[src/rtl/paddle_pkg.sv]
// Shared types and default constants for the AY-3-8500 paddle emulator.
package paddle_pkg;

   localparam int unsigned PADDLE_POS_BITS    = 8;
   localparam int unsigned PADDLE_POS_CENTER  = 128;
   localparam int unsigned PADDLE_STEP        = 3;
   localparam int unsigned PADDLE_LINE_OFFSET = 24;
   localparam int unsigned PADDLE_POS_SHIFT   = 1;
   localparam int unsigned PADDLE_CNT_BITS    = 9;

   typedef enum logic [1:0] {
      DISCHARGE = 2'd0,
      RAMP      = 2'd1,
      TRIPPED   = 2'd2
   } state_t;

endpackage

[src/rtl/paddle_emu_if.sv]
// Control, sync and comparator signals between the chip side and one paddle emulator.
interface paddle_emu_if
   import paddle_pkg::*;
#(
   parameter int unsigned POS_BITS = PADDLE_POS_BITS
);
   logic                btn_up;
   logic                btn_down;
   logic                hsync;
   logic                vsync;
   logic                dwn;
   logic                pin_out;
   logic [POS_BITS-1:0] position;

   modport master (
      output btn_up, btn_down, hsync, vsync, dwn,
      input  pin_out, position
   );

   modport slave (
      input  btn_up, btn_down, hsync, vsync, dwn,
      output pin_out, position
   );
endinterface

[src/rtl/rise_detect.sv]
// Registered rising-edge detector: one-clk pulse one clk after din goes high.
module rise_detect (
   input  logic clk,
   input  logic reset,
   input  logic din,
   output logic rise
);
   logic prev_q, prev_d;
   logic rise_q, rise_d;

   always_comb begin
      prev_d = din;
      rise_d = din & ~prev_q;
   end

   always_ff @(posedge clk or posedge reset) begin
      if (reset) begin
         prev_q <= 1'b0;
         rise_q <= 1'b0;
      end else begin
         prev_q <= prev_d;
         rise_q <= rise_d;
      end
   end

   assign rise = rise_q;
endmodule

[src/rtl/paddle_emu.sv]
// One paddle: frame-rate saturating position plus RC-charge trip timing counted in scanlines.
module paddle_emu
   import paddle_pkg::*;
#(
   parameter int unsigned POS_BITS    = PADDLE_POS_BITS,
   parameter int unsigned POS_CENTER  = PADDLE_POS_CENTER,
   parameter int unsigned STEP        = PADDLE_STEP,
   parameter int unsigned LINE_OFFSET = PADDLE_LINE_OFFSET,
   parameter int unsigned POS_SHIFT   = PADDLE_POS_SHIFT,
   parameter int unsigned CNT_BITS    = PADDLE_CNT_BITS
) (
   input logic         clk,
   input logic         reset,
   paddle_emu_if.slave bus
);
   localparam logic [POS_BITS-1:0] POS_RST = POS_BITS'(POS_CENTER);
   localparam logic [POS_BITS-1:0] POS_MAX = {POS_BITS{1'b1}};
   localparam logic [POS_BITS:0]   STEP_X  = (POS_BITS+1)'(STEP);
   localparam logic [CNT_BITS-1:0] CNT_MAX = {CNT_BITS{1'b1}};
   localparam logic [CNT_BITS-1:0] CNT_OFS = CNT_BITS'(LINE_OFFSET);

   state_t              state_q, state_d;
   logic [POS_BITS-1:0] position_q, position_d;
   logic [POS_BITS-1:0] snapshot_q, snapshot_d;
   logic [CNT_BITS-1:0] line_cnt_q, line_cnt_d;
   logic                pin_out_q, pin_out_d;

   logic                hs_rise, vs_rise;
   logic [POS_BITS:0]   pos_dec, pos_inc;
   logic [CNT_BITS-1:0] thr, cnt_inc;

   rise_detect u_hs_rise (.clk(clk), .reset(reset), .din(bus.hsync), .rise(hs_rise));
   rise_detect u_vs_rise (.clk(clk), .reset(reset), .din(bus.vsync), .rise(vs_rise));

   // Once-per-frame saturating move; one extra bit catches borrow/carry.
   always_comb begin
      pos_dec    = {1'b0, position_q} - STEP_X;
      pos_inc    = {1'b0, position_q} + STEP_X;
      position_d = position_q;
      if (vs_rise && bus.btn_up && !bus.btn_down) begin
         position_d = pos_dec[POS_BITS] ? '0 : pos_dec[POS_BITS-1:0];
      end else if (vs_rise && bus.btn_down && !bus.btn_up) begin
         position_d = pos_inc[POS_BITS] ? POS_MAX : pos_inc[POS_BITS-1:0];
      end
   end

   always_comb begin
      thr     = CNT_OFS + CNT_BITS'(snapshot_q >> POS_SHIFT);
      cnt_inc = (line_cnt_q == CNT_MAX) ? line_cnt_q : line_cnt_q + CNT_BITS'(1);
   end

   // State register and datapath flops.
   always_ff @(posedge clk or posedge reset) begin
      if (reset) begin
         state_q    <= DISCHARGE;
         position_q <= POS_RST;
         snapshot_q <= POS_RST;
         line_cnt_q <= '0;
         pin_out_q  <= 1'b0;
      end else begin
         state_q    <= state_d;
         position_q <= position_d;
         snapshot_q <= snapshot_d;
         line_cnt_q <= line_cnt_d;
         pin_out_q  <= pin_out_d;
      end
   end

   // Next state: dwn always wins over a same-cycle hsync rise.
   always_comb begin
      state_d = state_q;
      case (state_q)
         DISCHARGE: if (!bus.dwn) state_d = RAMP;
         RAMP: begin
            if (bus.dwn)                          state_d = DISCHARGE;
            else if (hs_rise && (cnt_inc >= thr)) state_d = TRIPPED;
         end
         TRIPPED:   if (bus.dwn) state_d = DISCHARGE;
         default:   state_d = DISCHARGE;
      endcase
   end

   // Outputs: snapshot is taken on entry to RAMP and held for the whole ramp.
   always_comb begin
      pin_out_d  = (state_d == TRIPPED);
      line_cnt_d = line_cnt_q;
      snapshot_d = snapshot_q;
      if (state_q == DISCHARGE && !bus.dwn) snapshot_d = position_q;
      if (state_d == DISCHARGE) begin
         line_cnt_d = '0;
      end else if (state_q == RAMP && hs_rise) begin
         line_cnt_d = cnt_inc;
      end
   end

   assign bus.pin_out  = pin_out_q;
   assign bus.position = position_q;
endmodule
[src/flat_wrapper.sv]
// flat-port wrapper written by rule: the top's interface ports become plain ports
module paddle_emu_flat import paddle_pkg::*;
#(
   parameter int unsigned POS_BITS    = PADDLE_POS_BITS,
   parameter int unsigned POS_CENTER  = PADDLE_POS_CENTER,
   parameter int unsigned STEP        = PADDLE_STEP,
   parameter int unsigned LINE_OFFSET = PADDLE_LINE_OFFSET,
   parameter int unsigned POS_SHIFT   = PADDLE_POS_SHIFT,
   parameter int unsigned CNT_BITS    = PADDLE_CNT_BITS
)
  (clk, reset, bus_btn_up, bus_btn_down, bus_hsync, bus_vsync, bus_dwn, bus_pin_out, bus_position);
  paddle_emu_if #(.POS_BITS(POS_BITS)) bus_i ();
  input logic clk;
  input logic reset;
  input wire logic [$bits(bus_i.btn_up)-1:0] bus_btn_up;
  input wire logic [$bits(bus_i.btn_down)-1:0] bus_btn_down;
  input wire logic [$bits(bus_i.hsync)-1:0] bus_hsync;
  input wire logic [$bits(bus_i.vsync)-1:0] bus_vsync;
  input wire logic [$bits(bus_i.dwn)-1:0] bus_dwn;
  output wire logic [$bits(bus_i.pin_out)-1:0] bus_pin_out;
  output wire logic [$bits(bus_i.position)-1:0] bus_position;
  assign bus_i.btn_up = bus_btn_up;
  assign bus_i.btn_down = bus_btn_down;
  assign bus_i.hsync = bus_hsync;
  assign bus_i.vsync = bus_vsync;
  assign bus_i.dwn = bus_dwn;
  assign bus_pin_out = bus_i.pin_out;
  assign bus_position = bus_i.position;
  paddle_emu #(.POS_BITS(POS_BITS), .POS_CENTER(POS_CENTER), .STEP(STEP), .LINE_OFFSET(LINE_OFFSET), .POS_SHIFT(POS_SHIFT), .CNT_BITS(CNT_BITS)) u_core (.clk(clk), .reset(reset), .bus(bus_i));
endmodule
[config.mk]
export PLATFORM = sky130hd
export DESIGN_NAME = paddle_emu_flat
export DESIGN_NICKNAME = d
export VERILOG_FILES = /design/src/rtl/paddle_pkg.sv /design/src/rtl/paddle_emu_if.sv /design/src/rtl/rise_detect.sv /design/src/rtl/paddle_emu.sv /design/src/flat_wrapper.sv
export SDC_FILE = /design/constraint.sdc
export NUM_CORES = 1
export LEC_CHECK = 0
export CAP_MARGIN = 15
export CORE_MARGIN = 4
export CORE_UTILIZATION = 35
export CTS_BUF_LIST = sky130_fd_sc_hd__clkbuf_2 sky130_fd_sc_hd__clkbuf_4 sky130_fd_sc_hd__clkbuf_8
export DETAILED_ROUTE_END_ITERATION = 10
export HOLD_SLACK_MARGIN = 0.08
export PLACE_DENSITY = 0.63
export SLEW_MARGIN = 20
export SYNTH_ARGS = -nofsm -noshare
export SYNTH_HDL_FRONTEND = slang
export SYNTH_SLANG_ARGS = --single-unit
[constraint.sdc]
create_clock -name clk -period 3.6 [get_ports clk]
set_clock_uncertainty 0.05 [all_clocks]
set_input_delay 0.9 -clock clk [delete_from_list [all_inputs] [get_ports clk]]
set_output_delay 0.9 -clock clk [all_outputs]
set_load 0.01 [all_outputs]
**Run 1: register map, names as in the netlist**

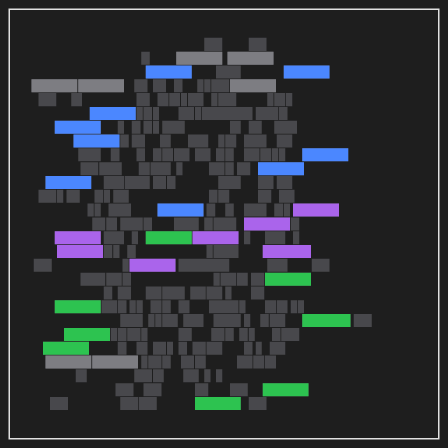
blue -> u_core.line_cnt_q  # flops 9
green -> u_core.bus.position  # flops 8
purple -> u_core.snapshot_q  # flops 7
not coloured = 7
sequential fraction of total cell area: 33.7%
sequential cell power: 580 uW

**Run 1: met1 routing**

Supply wires on this layer in grey. Cells faint in the background.
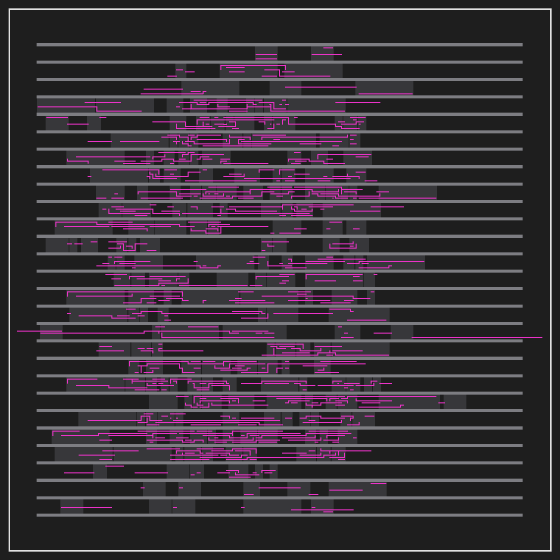
nets with wire on the layer = 229
longest straight run = 23.5 microns
main direction = horizontal
met1 Use GR: 16.6%
drt total wl: 4010 microns

**Run 1: wires at chosen ports, followed through buffers**

Bar = 20 microns.
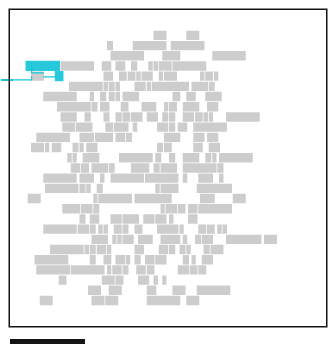
cyan -> bus_hsync  # bits 1, direction input, end cells 2, buffers 1, wire 15.0 microns
IO buf count: 15
io pins: 16

==> deck_impl_summary.md, run 1 <==
Flow Results at a Glance

Pwr
  – Leak Pwr: around 0.98 nW

Route
  – Routed vias: 1576
  – Routed Antenna Nets: 0
  – Vias/cell: 5.27

Yosys
  – Syn avg cell area: 9.52 sq um
  – #FFs+latches synth: 31
  – Post-Syn Area: 2040 sq um

Final timing
  – # setup viols final: 0
  – RSZ-0062 raised after global routing: false
  – Setup ws final: 732 ps

Setup path
  – Worst path most repeated cell: ha_1
  – Worst flop-to-flop path startpoint: u_core.line_cnt_q[0]
  – Crit. End Element: register
  – Worst setup SP type: register

Placement
  – GP Congestion: 0.811
  – DP Area: between 2000 and 2500 sq um

Clocking
  – Post-CTS Hold Fix Bufs: 0
  – Htree depth: 2

Die
  – Core box area: between 5000 and 6000 sq um
  – Die Span Y: 84.3 microns
  – Die width: approximately 84 microns

Run status
  – Status: completed

Flow run
  – Max-cap viol count: 0

Worst hold path
  – Hold path endpoint: u_core.u_hs_rise.rise

Global routing
  – Vias in the first global route: about 1500
run 1: worst max-delay path by stage:
stage | startpoint | to | slack, ps | depth (start not counted)
floorplan | u_core.line_cnt_q[0] | u_core.bus.pin_out | 900 | 10
global placement | u_core.line_cnt_q[0] | u_core.bus.pin_out | 800 | 10
detailed placement | u_core.line_cnt_q[0] | u_core.state_q[1] | 740 | 10
CTS | u_core.line_cnt_q[0] | u_core.bus.pin_out | 730 | 10
global route | u_core.line_cnt_q[0] | u_core.bus.pin_out | 490 | 10
finish | u_core.line_cnt_q[0] | u_core.bus.pin_out | 730 | 10
run 1: final cells by class:
type,instances,area [sq um]
Multi-Input combinational cell,164,1160
Timing Repair Buffer,17,165
Clock buffer,6,76.3
Tap cell,72,90.1
Sequential cell,31,778
Fill cell,557,3270
Inverter,9,33.8
run 1: metal layers:
| layer | up-vias | wire length [microns] | track usage [%] |
|---|---|---|---|
| met5 | - | 0 | 0 |
| met4 | 0 | 68 | 5.41 |
| met3 | 5 | 101 | 2.26 |
| met2 | 21 | 1760 | 19.1 |
| met1 | 742 | 2080 | 16.6 |
| li1 | 808 | - | - |
run 1: critical path, delay by kind of cell (launching register included):
| family | cells | cell delay [ps] |
|---|---|---|
| AND-OR/OR-AND | 4 | 1200 |
| adder cells (fa/ha/maj) | 2 | 470 |
| AND/OR/NAND/NOR | 3 | 450 |
| flip-flops | 1 | 420 |
| XOR/XNOR | 1 | 150 |
run 1: power by group:
part | switching (mW) | internal [mW]
Sequential | 0.147 | 0.433
Combinational | 0.235 | 0.272
Clock | 0.126 | 0.136
Total | 0.508 | 0.842
run 1: through the flow:
step | std cells | hold slack [ps] | util (%)
global route | 299 | 368 | 41.4
detailed placement | 293 | 336 | 40.0
floorplan | 214 | 328 | -
CTS | 299 | 345 | 41.4
finish | 299 | 340 | 41.4
global placement | 293 | 331 | 40.0
run 1: synthesized netlist by cell type, drive strengths merged, types with 2 or more instances:
master   count
a2111oi      2
a21o         4
a21oi        9
a221o        2
a22o         3
a22oi        2
a31oi        4
and2         3
and3         7
buf          6
clkbuf       4
dfrtp       29
dfstp        2
ha          12
inv          9
mux2         4
nand2       21
nand2b       4
nand3        6
nand3b       2
nor2        14
nor2b        3
nor3         3
nor3b        2
o21a         5
o21ai       20
o22ai        4
o31ai        2
xnor2        5
xor2         6
run 1: flip-flops by register name (all words and copies together), names as in the netlist:
| register | cells |
|---|---|
| u_core.line_cnt_q | 9 |
| u_core.u_vs_rise.prev_q | 1 |
| u_core.snapshot_q | 7 |
| u_core.bus.position | 8 |
| u_core.u_hs_rise.prev_q | 1 |
| u_core.u_hs_rise.rise | 1 |
| u_core.state_q | 2 |
| u_core.u_vs_rise.rise | 1 |
| u_core.bus.pin_out | 1 |
run 1: cells by family after synthesis:
group,Yosys count,share of synthesized area [%]
compound gates,67,24.1
xor+xnor,11,4.73
fa+ha+maj,12,7.37
buf+inv,19,4.61
flops,31,38.2
mux,5,2.70
simple gates,69,18.3
## Run 2: what changed since run 1
Clock period 3.6 ns to 2.8 ns, I/O delays scaled along.
==> run 2 against run 1 <==
Total power up 31%; core utilization up 1.4 points; fmax up 8.7%; routed wire length up 6.4%; sequential share of layout area down 1.1 points; cell count up 3.0%; setup slack worse by 570 ps; largest cell class unchanged.
==> deck_impl_summary.md, run 2 <==
Flow Results at a Glance

Run status
  – Status: completed

Yosys
  – Post-Syn Area: 2040 sq um
  – #FFs+latches synth: 31
  – Synth top cells by count: 29 x dfrtp_1, 21 x nand2_1, 20 x o21ai_0, 14 x nor2_1, 12 x ha_1

Cells and area
  – Fin cells: 308
  – Multi-input combinational cell area: approximately 1200 sq um
  – Fillers: between 500 and 600
  – Max reg flops: 9

Die
  – Die Span Y: around 84 microns
  – Core box area: 5570 sq um
  – Die width: 84.3 microns

Final timing
  – # setup viols final: 0
  – WHS: 341 ps
  – RSZ-0062 raised after global routing: false

Placement
  – Inst Count DP: 298
  – IO buf count: 15

Route
  – Uppermost layer routed: met4
  – Vias/cell: 5.28
  – Routed vias: 1625
  – Met3 WL: 180 microns
  – Met2 wire length: 1920 microns
  – Drt total wl: 4270 microns

Flow run
  – Max-cap viol count: 0

Setup path
  – Worst flop-to-flop path startpoint: u_core.line_cnt_q[4]
  – Worst setup SP type: register
  – Crit. End Element: register
  – Crit. Startpoint: u_core.line_cnt_q[4]

Clocking
  – Post-CTS Hold Fix Bufs: 0
  – Htree depth: 2

Pwr
  – Leak Pwr: approximately 1.0 nW
run 2: netlist changes by cell type in the layout (fill, tap and decap cells not counted), sizes merged:
cell	change
buf	+7
clkinv	+1
clkbuf	+1
run 2: final cells by class:
type | instances | share of cell area (%)
Timing Repair Buffer | 24 | 9.11
Sequential cell | 31 | 32.6
Tap cell | 72 | 3.77
Multi-Input combinational cell | 164 | 49.3
Clock buffer | 7 | 3.51
Clock inverter | 1 | 0.210
Inverter | 9 | 1.41
run 2: cells by family (layout without fill, tap and decap cells):
kind of cell             count (synthesis)  count (layout)  share of synthesized area (%)
flip-flops                              31              31                           38.2
XOR/XNOR                                11              11                           4.73
multiplexers                             5               5                           2.70
AND/OR/NAND/NOR                         69              69                           18.3
buffers and inverters                   19              41                           4.61
AND-OR/OR-AND                           67              67                           24.1
adder cells (fa/ha/maj)                 12              12                           7.37
run 2: critical path: stages (launching register included):
cell       delay (ps)
dfrtp_2           450
and3_2            250
a31o_2            280
nor2_1            110
xor2_1            220
ha_1              280
a21o_1            190
a2111oi_4         320
nor2_1            110
a221o_1           270
run 2: layer usage:
layer  global-route usage (%)  vias up
met5                        0        -
met4                     5.70        0
met3                     2.45        7
met2                     19.7       32
met1                     17.6      762
li1                         -      824
run 2: power breakdown:
group	switching [mW]	total [mW]	internal (mW)
registers	0.191	0.748	0.557
logic	0.309	0.664	0.354
clock network	0.168	0.362	0.194
total	0.669	1.77	1.10
run 2: final timing paths:
kind                       cells after the start                     to  slack [ps]
max                                            9      u_core.state_q[1]         160
min                                            1  u_core.u_hs_rise.rise         340
max reg2reg                                    9      u_core.state_q[1]         160
min reg2reg                                    1  u_core.u_hs_rise.rise         340
max in group asynchronous                      3   u_core.snapshot_q[7]        1630
min in group asynchronous                      3      u_core.state_q[0]         750
run 2: timing repair:
item	4_1_cts	5_1_grt
endpoints found under the hold margin	0	0
setup endpoints to repair	0	3
setup buffers	0	2
gates resized	0	5
run 2: through the flow:
| stage | worst slack [ps] | instance area [sq um] | power (mW) |
|---|---|---|---|
| 2_1_floorplan | 102 | 2040 | 1.21 |
| 3_3_place_gp | 87.1 | 2270 | 1.40 |
| 3_5_place_dp | 31.4 | 2270 | 1.42 |
| 4_1_cts | 21.8 | 2360 | 1.79 |
| 5_1_grt | 11.6 | 2390 | 1.93 |
| 6_report | 161 | 2390 | 1.77 |
**Run 2: wires at chosen ports, followed through buffers**

Bar = 20 microns.
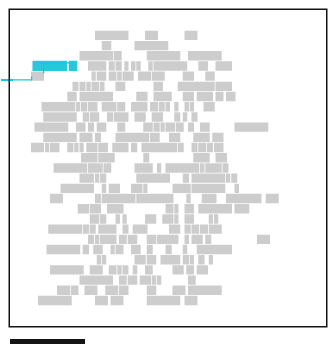
cyan -> bus_hsync  # bits 1, direction input, end cells 2, buffers 1, wire 17.8 microns

**Run 2: routing congestion map**

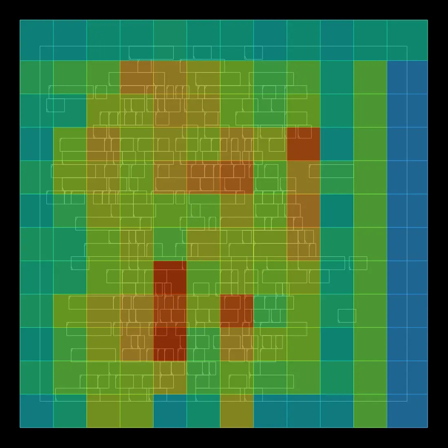
Final Core Density: 42.9%
busiest grt layer: met2
WL/cell: 13.9 microns

**Run 2: register map, names as in the netlist**

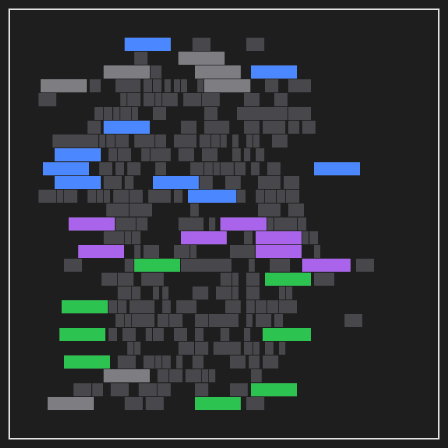
sequential fraction of total cell area: 32.6%
Register Area: 779 sq um
sequential cell power: 748 uW

## Run 3: what changed since run 2
Settings changed: CORE_UTILIZATION 35 to 43, PLACE_DENSITY 0.63 to 0.73.
**Run 3: met1 routing**

Supply wires on this layer in grey. Cells faint in the background.
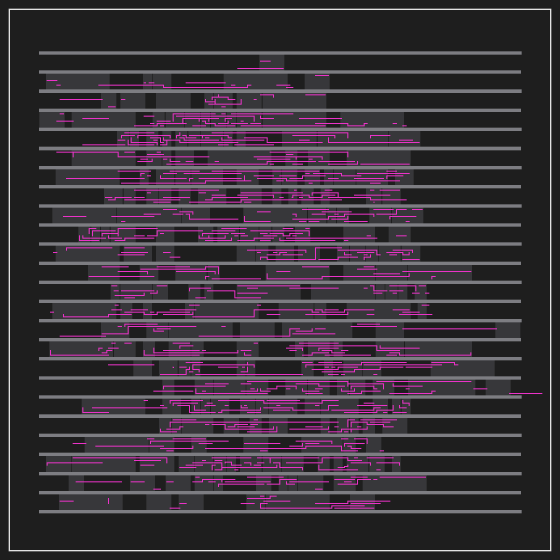
met1 Use GR: 20.9%
routed vias: 1610

**Run 3: register map, names as in the netlist**

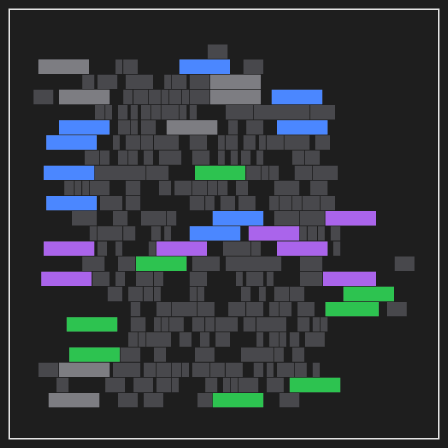
blue -> u_core.line_cnt_q  # flops 9
green -> u_core.bus.position  # flops 8
purple -> u_core.snapshot_q  # flops 7
sequential fraction of total cell area: 33.1%
Register Area: 778 sq um
Final Core Density: 52.6%
sequential cell power: 749 uW

**Run 3: routing congestion map**

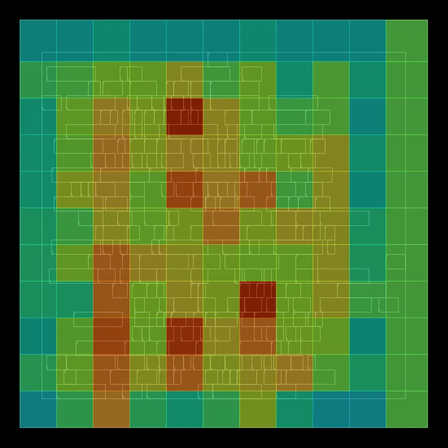
met3 Use GR: 2.93%
GR Util met2: 22.0%
WL/cell: 14.2 microns

==> run 3 against run 2 <==
First-iteration DRC count fell by 6.0%; area after synthesis did not move; cell count fell by 6.8%; count of clock-buffer cells in the layout did not move; total power fell by 0.42%.
==> deck_impl_summary.md, run 3 <==
Flow Results at a Glance

Final timing
  – FMAX: 375 MHz
  – RSZ-0062 raised after global routing: false
  – Total negative slack: 0 ps
  – Final Slew Violations: 0
  – # setup viols final: 0
  – Hold Violations, Final: 0

Route
  – Drt total wl: slightly above 4000 microns
  – Routed Antenna Nets: 0
  – Vias/cell: 5.61
  – Drt pass-1 iters: 4

Cells and area
  – Max reg flops: 9
  – Fillers: 407
  – Final nets: 253
  – Largest Register: u_core.line_cnt_q
  – Dominant logic cell types in the final layout: 29 x dfrtp_1, 21 x nand2_1, 19 x o21ai_0, 15 x clkdlybuf4s50_1, 14 x nor2_1

Yosys
  – Top-count cell post-synth: dfrtp_1
  – Post-Syn Area: a little over 2000 sq um
  – Yosys Chip Area: ~2000 sq um
  – #FFs+latches synth: 31
  – Syn avg cell area: roughly 9.5 sq um
  – Synth top cells by count: 29 x dfrtp_1, 21 x nand2_1, 20 x o21ai_0, 14 x nor2_1, 12 x ha_1

Clocking
  – Htree depth: 2
  – Post-CTS Hold Fix Bufs: 0
  – Clock sinks: 31

Die
  – Floorplan utilization: 45.5%
  – Io pins: 16
  – Die Span Y: 76.8 microns
  – Die width: about 77 microns
  – Core box area: 4470 sq um

Global routing
  – Vias in the first global route: about 1500
  – Gr ovfl total: 0
  – Antenna violations before repair: 0
  – GRT Total Usage: ~15%

Setup path
  – Worst path most repeated cell: nor2_1
  – WP data arrival: 2790 ps
  – Crit. End Element: register
  – Max stage delay cell, worst path: dfrtp_1
  – Worst setup SP type: register
  – CP peak stage delay: between 400 and 500 ps
  – CP cell instances: and3_1 > a31o_2 > nor2_1 > xor2_1 > ha_1 > a21o_1 > a2111oi_4 > nor2_1 > a221o_1

Placement
  – GP Congestion: 0.819
  – IO buf count: 15

Pwr
  – Leak Pwr: around 1.0 nW

Run status
  – Status: completed

Flow run
  – Max-cap viol count: 0
[run 3: cell counts after synthesis]
Identical to the previous run, type by type.
[run 3: final cells by class]
cell class	count	area [sq um]	area share (%)
Timing Repair Buffer	23	210	8.93
Tap cell	52	65.1	2.76
Multi-Input combinational cell	164	1180	50.0
Inverter	9	33.8	1.44
Clock inverter	1	5.00	0.213
Sequential cell	31	778	33.1
Clock buffer	7	83.8	3.56
[run 3: path summary, 6_finish.rpt]
check,from,end,slack [ps],cells past startpoint
setup / recovery,u_core.line_cnt_q[4],u_core.bus.pin_out,130,9
hold / removal,u_core.u_hs_rise.prev_q,u_core.u_hs_rise.rise,340,1
setup reg to reg,u_core.line_cnt_q[4],u_core.bus.pin_out,130,9
hold reg to reg,u_core.u_hs_rise.prev_q,u_core.u_hs_rise.rise,340,1
max in group asynchronous,reset,u_core.bus.position[7],1640,3
min in group asynchronous,reset,u_core.bus.pin_out,740,3
[run 3: cells by family after synthesis]
group	after synthesis	synth area share, %
AND-OR/OR-AND	67	24.1
flip-flops	31	38.2
adder cells (fa/ha/maj)	12	7.37
XOR/XNOR	11	4.73
buffers and inverters	19	4.61
AND/OR/NAND/NOR	69	18.3
multiplexers	5	2.70
[run 3: stage by stage]
stage	hold slack, ps	total power, mW	area, sq um	setup WS (ps)	instances
global route	369	1.91	2350	9.30	287
global placement	333	1.39	2240	79.2	278
detailed placement	338	1.41	2240	94.2	278
CTS	347	1.78	2330	74.8	286
finish	343	1.77	2350	134	287
floorplan	328	1.21	2040	102	214
[run 3: worst max-delay path: cells and delay by family (launching register included)]
family	cells	cell delay (ps)
AOI/OAI and AO/OA	4	1120
and+or+nand+nor	3	460
DFF	1	440
adders and majority gates	1	270
xor gates and xnor gates	1	200
[run 3: what timing repair did]
item	CTS	global route
gates resized	0	3
buffers inserted	0	1
setup endpoints to repair	0	2
[run 3: metal layers]
metal	vias up	part of all wire, %	global-route usage (%)
met2	31	44	22.0
met4	0	2.0	7.07
met3	6	3.4	2.93
met5	-	0	0
met1	751	51	20.9
li1	822	-	-
[run 3: power by group]
group	leakage [nW]	internal [mW]	switching (mW)	total, mW
clock	0.0491	0.194	0.171	0.364
combinational	0.580	0.352	0.300	0.653
sequential	0.386	0.557	0.192	0.749

==> screenshots <==
Metal 2.
Cells faint in the background.
picture 1
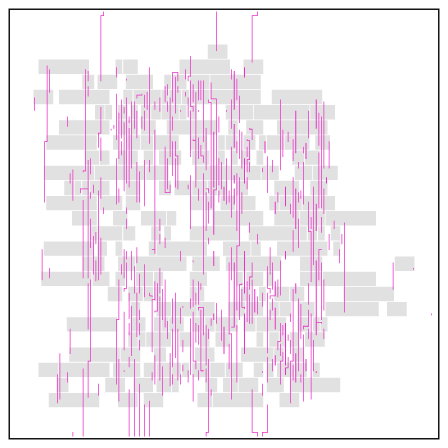
picture 2
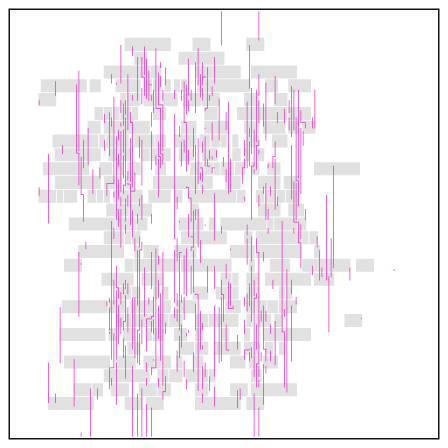
| from | picture |
|---|---|
| run 2 | picture 2 |
| run 3 | picture 1 |

Power figures rest on the tool's default switching activity, not on a simulated workload.
